$ cat config.mk
export PLATFORM = sky130hd
export DESIGN_NAME = if_id_stage
export DESIGN_NICKNAME = d
export VERILOG_FILES = /design/src/rtl/if_id_stage.sv
export SDC_FILE = /design/constraint.sdc
export NUM_CORES = 1
export LEC_CHECK = 0
export CORE_MARGIN = 3
export CORE_UTILIZATION = 34
export CTS_BUF_LIST = sky130_fd_sc_hd__clkbuf_2
export DETAILED_ROUTE_END_ITERATION = 16
export GPL_ROUTABILITY_DRIVEN = 0
export GPL_TIMING_DRIVEN = 1
export PLACE_DENSITY = 0.83
export SETUP_SLACK_MARGIN = 0.5
export SLEW_MARGIN = 0
export SYNTH_ARGS = -nofsm -noshare
export SYNTH_HDL_FRONTEND = slang
export SYNTH_SLANG_ARGS = --single-unit
$ cat constraint.sdc
create_clock -name clk -period 1.6 [get_ports clk]
set_input_delay 0.32 -clock clk [delete_from_list [all_inputs] [get_ports clk]]
set_output_delay 0.32 -clock clk [all_outputs]
set_load 0.01 [all_outputs]
$ cat src/rtl/if_id_stage.sv
// IF/ID pipeline register with load-use hazard detection, flush and instruction field decode.
// Optional stall counter is built when IF_ID_STALL_CNT_EN is defined.
module if_id_stage #(
    parameter logic [31:0] NOP_INST = 32'h00000000
) (
    input  logic        clk,
    input  logic        rst,
    input  logic [31:0] IF_IDIn,
    input  logic [31:0] PCPlus4In,
    input  logic        PCSrc,
    input  logic        ID_EXMemRead,
    input  logic [4:0]  ID_EXRt,
    output logic        Hazard,
    output logic [31:0] InstOut,
    output logic [31:0] PCPlus4Out,
    output logic        ValidOut,
    output logic [5:0]  Opcode,
    output logic [4:0]  Rs,
    output logic [4:0]  Rt,
    output logic [4:0]  Rd,
    output logic [4:0]  Shamt,
    output logic [5:0]  Funct,
    output logic [15:0] Imm16,
    output logic [15:0] StallCount
);

    assign Opcode = InstOut[31:26];
    assign Rs     = InstOut[25:21];
    assign Rt     = InstOut[20:16];
    assign Rd     = InstOut[15:11];
    assign Shamt  = InstOut[10:6];
    assign Funct  = InstOut[5:0];
    assign Imm16  = InstOut[15:0];

    // A bubble never stalls fetch, and $zero is never a real dependency.
    assign Hazard = ValidOut & ID_EXMemRead & (ID_EXRt != 5'd0) &
                    ((ID_EXRt == Rs) | (ID_EXRt == Rt));

    // Priority: reset, then flush, then stall (hold), then normal load.
    always_ff @(posedge clk) begin
        if (rst) begin
            InstOut    <= NOP_INST;
            PCPlus4Out <= 32'h0;
            ValidOut   <= 1'b0;
        end else if (PCSrc) begin
            InstOut    <= NOP_INST;
            PCPlus4Out <= 32'h0;
            ValidOut   <= 1'b0;
        end else if (!Hazard) begin
            InstOut    <= IF_IDIn;
            PCPlus4Out <= PCPlus4In;
            ValidOut   <= 1'b1;
        end
    end

`ifdef IF_ID_STALL_CNT_EN
    logic [15:0] stall_cnt;

    // Counts only stalls that actually hold the register; saturates rather than wraps.
    always_ff @(posedge clk) begin
        if (rst) begin
            stall_cnt <= 16'h0000;
        end else if (Hazard && !PCSrc && (stall_cnt != 16'hFFFF)) begin
            stall_cnt <= stall_cnt + 16'd1;
        end
    end

    assign StallCount = stall_cnt;
`else
    assign StallCount = 16'h0000;
`endif

endmodule

==> impl_metrics.csv <==
group,metric,value,unit
clock_tree,clock_latency,0.48,ns
layout,signal_buffers,322,
floorplan,taps,108,
global_route,top_usage_layer,"met2",
layout,buf_share,55.5,%
setup_path,crit_end,"InstOut[10]$_SDFFE_PP0N_",
routing,drc,0,
final_timing,rsz0062_at_grt,"true",
clock_tree,post_cts_buffers,71,
logic_synthesis,netlist_area,3170,sq um
routing,wl_per_cell,18.7,microns
global_route,antenna_found_initial,0,
final_timing,fin_worst_skew,0.0312,ns
setup_path,cpPeakStageDelay,0.50,ns
final_timing,slew_viol_final,0,
logic_synthesis,synth_warnings,0,
setup_path,critPathRequiredTime,2.00,ns
routing,firstDrtPassIters,4,
routing,vias,3428,
floorplan,fp.dieW,103,microns
routing,wl_met2,7280,microns
setup_path,rr_worst_depth,10,
routing,viasPerCell,4.66,
logic_synthesis,simple_gate_share,16.2,%
logic_synthesis,xor_share,2.76,%
global_route,grt_pass1_wl,17300,microns
final_timing,setup_viol,74,
setup_path,crit_fanout,5,
min_path,hold_end,"InstOut[28]$_SDFFE_PP0N_",
setup_path,r2r-start,"InstOut[23]$_SDFFE_PP0N_",
setup_path,timing.critical_path.depth,11,
placement,hpwl,6490,microns
floorplan,row_count,34,
layout,final_cell_mix,"buf_6 (206), nand2_1 (128), clkdlybuf4s50_1 (70), dfxtp_2 (64), mux2i_1 (59)",
floorplan,core-area,8890,sq um
layout,comb_area,1390,sq um
placement,post_dp_cell_area,4810,sq um
layout,layout_top_cell,"buf_6",
layout,fin_cells,736,
logic_synthesis,ys_cells,361,
layout,fin_nets,697,
routing,routed.top_layer,"met4",
setup_path,critPathLaunch,"ID_EXRt[2]",
power_and_ir_drop,finalPower,3.57,mW
run_status,status,"finished with violations",
run_status,violations,"negative setup slack",
routing,first_iter_violations,112,
final_timing,tns,-34.44,ns
power_and_ir_drop,pwr_density_cell,532,nW/um^2
min_path,hold_class,"primary input to register",
setup_path,cp_top_family,"buffers and inverters",
placement,port_buffers,186,
layout,ff_count,65,
global_route,grt_pass1_vias,3353,
global_route,met2_usage,40.4,%
floorplan,dieArea,10500,sq um
flow_run,warnings,29,
routing,routed_wl,13800,microns
layout,sh_seq_area,20.6,%
layout,n_all_inverters,0,
logic_synthesis,syn_inst,361,
layout,fin_util,75.5,%
power_and_ir_drop,p_leak,2.84,nW
clock_tree,cts_root_buf,"clkbuf_2",
layout,final_area,6710,sq um
setup_path,worstPathCellList,"clkdlybuf4s50_1, xor2_1, nor3_1, nand3_1, a21oi_4, buf_6, buf_12, buf_16, buf_12, buf_16, mux2i_4",
final_timing,hold_slack,0.357,ns
setup_path,end_kind,"register",
final_timing,fin_ws,-0.620,ns
final_timing,period_needed,2.22,ns
logic_synthesis,ys_sh_aoi,0.553,%
logic_synthesis,ys.flops,65,
logic_synthesis,syn_area_per_cell,8.78,sq um
global_route,grt_usage,21.6,%
final_timing,fin_crit_sh,139,%
clock_tree,htreeDepth,3,
placement,place_inst,603,
layout,logic_gate_count,226,
layout,dominant_cells,"non-clock buffers",
global_route,met1_usage,21.4,%
routing,drt-met1-wl,4710,microns
setup_path,slowest_stage,"clkdlybuf4s50_1",
## logic make-up (layout without fill, tap and decap cells)
group,Yosys count,count (layout)
other,1,16
multiplexers,64,64
buffers and inverters,85,337
XOR/XNOR,10,10
AND-OR/OR-AND,2,2
AND/OR/NAND/NOR,134,134
flip-flops,65,65
## cell usage after synthesis, drive strengths merged
master,number,share of area (%)
nand2,128,15
buf,71,17
dfxtp,65,41
mux2i,64,20
clkbuf,14,1.7
xor2,6,1.7
xnor2,4,1.1
nand3,2,0.32
nor3,2,0.32
a21oi,1,0.16
conb,1,0.12
nor2,1,0.12
o211ai,1,0.39
or4,1,0.24
## where the power goes
group	switching, mW	internal, mW	leakage, nW
registers	0.0598	1.70	0.560
clock network	0.612	0.184	0.0472
logic	0.381	0.635	2.24
total	1.05	2.52	2.84
layer_met1.png
Supply wires on this layer in grey.
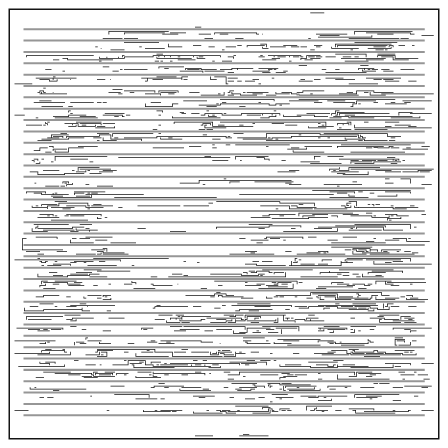
wire length on this layer = 4710 microns
share of all routed wire = 34%
main direction = horizontal
longest straight run = 28.1 microns
nets with wire on the layer = 594

layer_met2.png
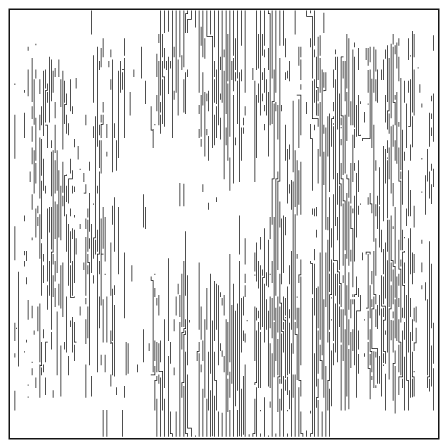
wire length on this layer = 7280 microns
share of all routed wire = 53%

layer_met3.png
Scale bar: 20 microns.
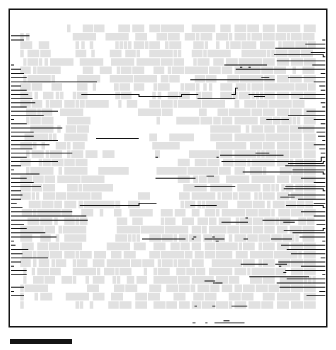
longest straight run = 32.2 microns
wire length on this layer = 1270 microns
main direction = horizontal
nets with wire on the layer = 143
share of all routed wire = 9.2%

layer_met4.png
Supply wires on this layer in grey.
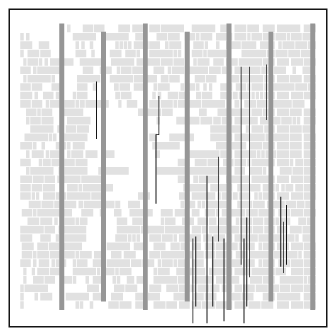
wire length on this layer = 491 microns
longest straight run = 68.0 microns
share of all routed wire = 3.6%
nets with wire on the layer = 16

Power figures rest on the tool's default switching activity, not on a simulated workload.
